--- src/rtl/rr_arb_pkg.sv ---
// Shared types and elaboration helpers for the round-robin decode arbiter.
package rr_arb_pkg;

    typedef enum logic {
        ST_IDLE  = 1'b0,
        ST_GRANT = 1'b1
    } state_t;

    function automatic int ceil_log2(input int v);
        int r = 0;
        while ((1 << r) < v) r++;
        return r;
    endfunction

endpackage

--- src/rtl/onehot_decoder.sv ---
// Binary index to one-hot select vector; out-of-range indices decode to zero.
// Purely combinational, no backpressure.
module onehot_decoder #(
    parameter int N    = 4,
    parameter int IDXW = 2
) (
    input  logic            en,
    input  logic [IDXW-1:0] idx,
    output logic [N-1:0]    onehot
);

    always_comb begin
        onehot = '0;
        if (en && ({1'b0, idx} < (IDXW+1)'(N)))
            onehot[idx] = 1'b1;
    end

endmodule

--- src/rtl/rr_decode_arbiter.sv ---
// Round-robin arbiter with hold timeout, one-hot grant for a shared datapath.
// Latency: 1 cycle req->gnt; backpressure: none, requesters hold req until granted.
module rr_decode_arbiter
    import rr_arb_pkg::*;
#(
    parameter int N        = 4,
    parameter int IDXW     = 2,
    parameter int MAX_HOLD = 8
) (
    input  logic            clk,
    input  logic            rst_n,
    input  logic [N-1:0]    req,
    input  logic            done,
    output logic [N-1:0]    gnt,
    output logic [IDXW-1:0] gnt_idx,
    output logic            gnt_valid,
    output logic            timeout
);

    localparam int CNTW = (MAX_HOLD < 1) ? 1 : ceil_log2(MAX_HOLD + 1);
    localparam logic [CNTW-1:0] HOLD_SAT  = CNTW'(MAX_HOLD);
    localparam logic [CNTW-1:0] HOLD_LAST = CNTW'(MAX_HOLD - 1);
    localparam logic [IDXW-1:0] IDX_MAX   = IDXW'(N - 1);

    if (IDXW != ceil_log2(N) || N < 2 || N > 16) begin : g_param_check
        $error("rr_decode_arbiter: IDXW must equal ceil(log2(N)) and N must be 2..16");
    end

    state_t          state;
    logic [IDXW-1:0] ptr;
    logic [CNTW-1:0] hold_cnt;

    logic            sel_found;
    logic [IDXW-1:0] sel_idx;
    logic [IDXW-1:0] ptr_next;
    logic            others_waiting;
    logic            rel_norm;
    logic            rel_tmo;

    // Wrapping scan starting at ptr; candidate index is reduced mod N explicitly
    // so non-power-of-two N never probes a non-existent requester.
    always_comb begin
        int c;
        sel_found = 1'b0;
        sel_idx   = '0;
        for (int i = 0; i < N; i++) begin
            c = int'(ptr) + i;
            if (c >= N) c = c - N;
            if (!sel_found && req[c]) begin
                sel_found = 1'b1;
                sel_idx   = IDXW'(c);
            end
        end
    end

    assign ptr_next       = (gnt_idx == IDX_MAX) ? '0 : gnt_idx + 1'b1;
    assign others_waiting = |(req & ~gnt);
    assign rel_norm       = done || !req[gnt_idx];
    assign rel_tmo        = (MAX_HOLD != 0) && (hold_cnt == HOLD_LAST) && others_waiting;

    always_ff @(posedge clk or negedge rst_n) begin
        if (!rst_n) begin
            state     <= ST_IDLE;
            ptr       <= '0;
            hold_cnt  <= '0;
            gnt_idx   <= '0;
            gnt_valid <= 1'b0;
            timeout   <= 1'b0;
        end else begin
            timeout <= 1'b0;
            case (state)
                ST_IDLE: begin
                    if (sel_found) begin
                        gnt_idx   <= sel_idx;
                        gnt_valid <= 1'b1;
                        hold_cnt  <= '0;
                        state     <= ST_GRANT;
                    end
                end
                ST_GRANT: begin
                    if (hold_cnt != HOLD_SAT)
                        hold_cnt <= hold_cnt + 1'b1;
                    // A normal release wins over a coincident timeout.
                    if (rel_norm || rel_tmo) begin
                        ptr       <= ptr_next;
                        gnt_valid <= 1'b0;
                        timeout   <= !rel_norm;
                        state     <= ST_IDLE;
                    end
                end
                default: state <= ST_IDLE;
            endcase
        end
    end

    onehot_decoder #(
        .N    (N),
        .IDXW (IDXW)
    ) u_gnt_dec (
        .en     (gnt_valid),
        .idx    (gnt_idx),
        .onehot (gnt)
    );

endmodule

--- config.mk ---
export PLATFORM = sky130hd
export DESIGN_NAME = rr_decode_arbiter
export DESIGN_NICKNAME = d
export VERILOG_FILES = /design/src/rtl/rr_arb_pkg.sv /design/src/rtl/onehot_decoder.sv /design/src/rtl/rr_decode_arbiter.sv
export SDC_FILE = /design/constraint.sdc
export NUM_CORES = 1
export LEC_CHECK = 0
export CORE_UTILIZATION = 40
export CTS_CLUSTER_SIZE = 12
export DETAILED_ROUTE_END_ITERATION = 8
export PLACE_DENSITY_LB_ADDON = 0.05
export SLEW_MARGIN = 40
export SYNTH_ARGS = -nofsm -noshare
export SYNTH_HDL_FRONTEND = slang
export SYNTH_SLANG_ARGS = --single-unit
--- constraint.sdc ---
create_clock -name clk -period 1.9 [get_ports clk]
set_input_delay 0.38 -clock clk [delete_from_list [all_inputs] [get_ports clk]]
set_output_delay 0.38 -clock clk [all_outputs]
set_load 0.005 [all_outputs]
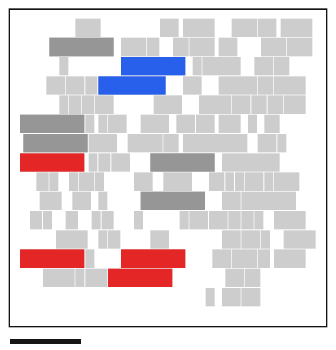
**Above:** where the registers sit.
The bar under the picture is 10 um long. Other sequential cells in the stronger grey, the rest of the logic in the fainter grey.
[red] `hold_cnt` | sequential cells: 4
[blue] `gnt_idx` | sequential cells: 2

==> out/summary.rpt <==
RUN STATUS
--------------------------------------------------------------------------------------------
Result of the run .............................................................    completed

SETUP PATH
--------------------------------------------------------------------------------------------
Data arrival, critical path ...................................................      1.48 ns
Crit path max-delay family .................................................... buffers and inverters
Critical-path top delay cell .................................................. sky130_fd_sc_hd__dfrtp_1
Crit-path max cell delay ......................................................      0.44 ns
Crit Path Class ...............................................................      reg2out

CLOCK NETWORK
--------------------------------------------------------------------------------------------
Clock buffer count from CTS ...................................................            3

TIMING
--------------------------------------------------------------------------------------------
Clock Skew ....................................................................  0.003404 ns
Final tally of max-slew violations ............................................            0
Worst relative slew slack .....................................................       0.6712
Count of endpoints failing setup in the final report ..........................            0
Worst Hold Margin .............................................................    0.4505 ns
Clock period minus worst slack ................................................     1.857 ns
Worst Tran Pin Value ..........................................................    0.4917 ns

GRT
--------------------------------------------------------------------------------------------
GRT Residual Overflow .........................................................            0
Pin count of the biggest net entering global routing ..........................           12
Met3 usage ....................................................................      0.06531
Antenna violations before repair ..............................................            0
Global-route wire length before repair ........................................      2559 um
GRT Resource Usage Total ......................................................       0.1852

FINAL LAYOUT
--------------------------------------------------------------------------------------------
Portion of the layout cell area used by non-clock buffers .....................       0.2721
Layout clock buffers ..........................................................            4
Count of fill cells added during filler insertion .............................          139
Share of cell area taken by multi-input logic gates ...........................       0.3919
Top Registers ................................................................. hold_cnt: 4 flops, gnt_idx: 2 flops, ptr: 2 flops
Buffer count excluding the clock tree in the final layout .....................           34
Commonest non-fill, non-tap cells in the layout ............................... sky130_fd_sc_hd__buf_4, sky130_fd_sc_hd__dfrtp_1, sky130_fd_sc_hd__inv_1
Count of non-CTS inverters in the layout ......................................           11
Most frequent logic cell in the layout ........................................ sky130_fd_sc_hd__buf_4
Count of antenna diodes in the layout .........................................            0

DETAILED ROUTING
--------------------------------------------------------------------------------------------
Amount of wire on met3 after detailed routing .................................        74 um
Vias per cell .................................................................        4.768
Post-route DRC violation count ................................................            0
Routed metal-1 wirelength .....................................................       742 um
Uppermost routed layer ........................................................         met4

SYNTH
--------------------------------------------------------------------------------------------
Basic-gate share of the synthesized area counting and, or, nand and nor cells .       0.2131
Synthesized Nets ..............................................................           92
Top non-seq family ............................................................ simple AND/OR/NAND/NOR gates
Share of synthesized cell area in and-or and or-and compound cells ............       0.1598
Cell types occupying the most area after synthesis ............................ sky130_fd_sc_hd__dfrtp_1, sky130_fd_sc_hd__ha_1, sky130_fd_sc_hd__inv_1, sky130_fd_sc_hd__and2_1, sky130_fd_sc_hd__o21ai_0
Most used flip-flop cell after synthesis ...................................... sky130_fd_sc_hd__dfrtp_1

JOB
--------------------------------------------------------------------------------------------
Tool warning count ............................................................           32

PLACE
--------------------------------------------------------------------------------------------
Routability congestion estimate from global placement .........................       0.8305
Pre-CTS setup slack ...........................................................   -0.2834 ns

HOLD PATH
--------------------------------------------------------------------------------------------
Min-Delay Path Class ..........................................................     in2async

FLOORPLAN
--------------------------------------------------------------------------------------------
Rows ..........................................................................           15
Die boundary width ............................................................     44.67 um

POWER AND IR DROP
--------------------------------------------------------------------------------------------
Static leakage power .......................................................... 0.0005928 uW

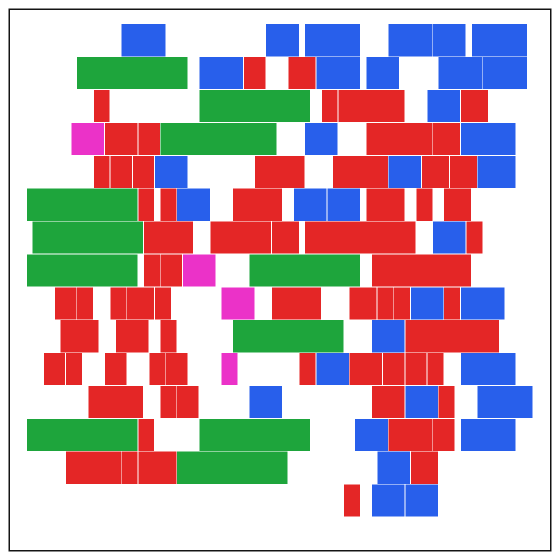
**Above:** cells coloured by class.
[red] all other logic | cells: 68 | share of their area: 44%
[green] flip-flops | cells: 11 | share of their area: 25%
[blue] other buffers and delay cells | cells: 34 | share of their area: 28%
[magenta] clock drivers and dummy loads | cells: 4 | share of their area: 2.4%

==> where the power goes <==
part           internal, uW  switching, uW  leakage [uW]
sequential              339            137      0.000136
clock                  81.0           68.9     0.0000150
combinational           505            363      0.000442
==> stage by stage <==
step	power (uW)	utilization	instances	instance area (um2)
floorplan	874.4	-	79	728.2
global placement	1193	0.5795	130	989.7
detailed placement	1194	0.5795	130	989.7
CTS	1395	0.6081	137	1039
global route	1637	0.6542	142	1117
finish	1494	0.6542	142	1117
==> repair_timing <==
item | in CTS | in global routing
pin swaps | 1 | 1
buffers inserted | 3 | 5
resized | 4 | 11
endpoints found under the setup margin | 6 | 5
hold endpoints to repair | 0 | 0
cloned | 0 | 0
Power is estimated from default activity; no workload was simulated.
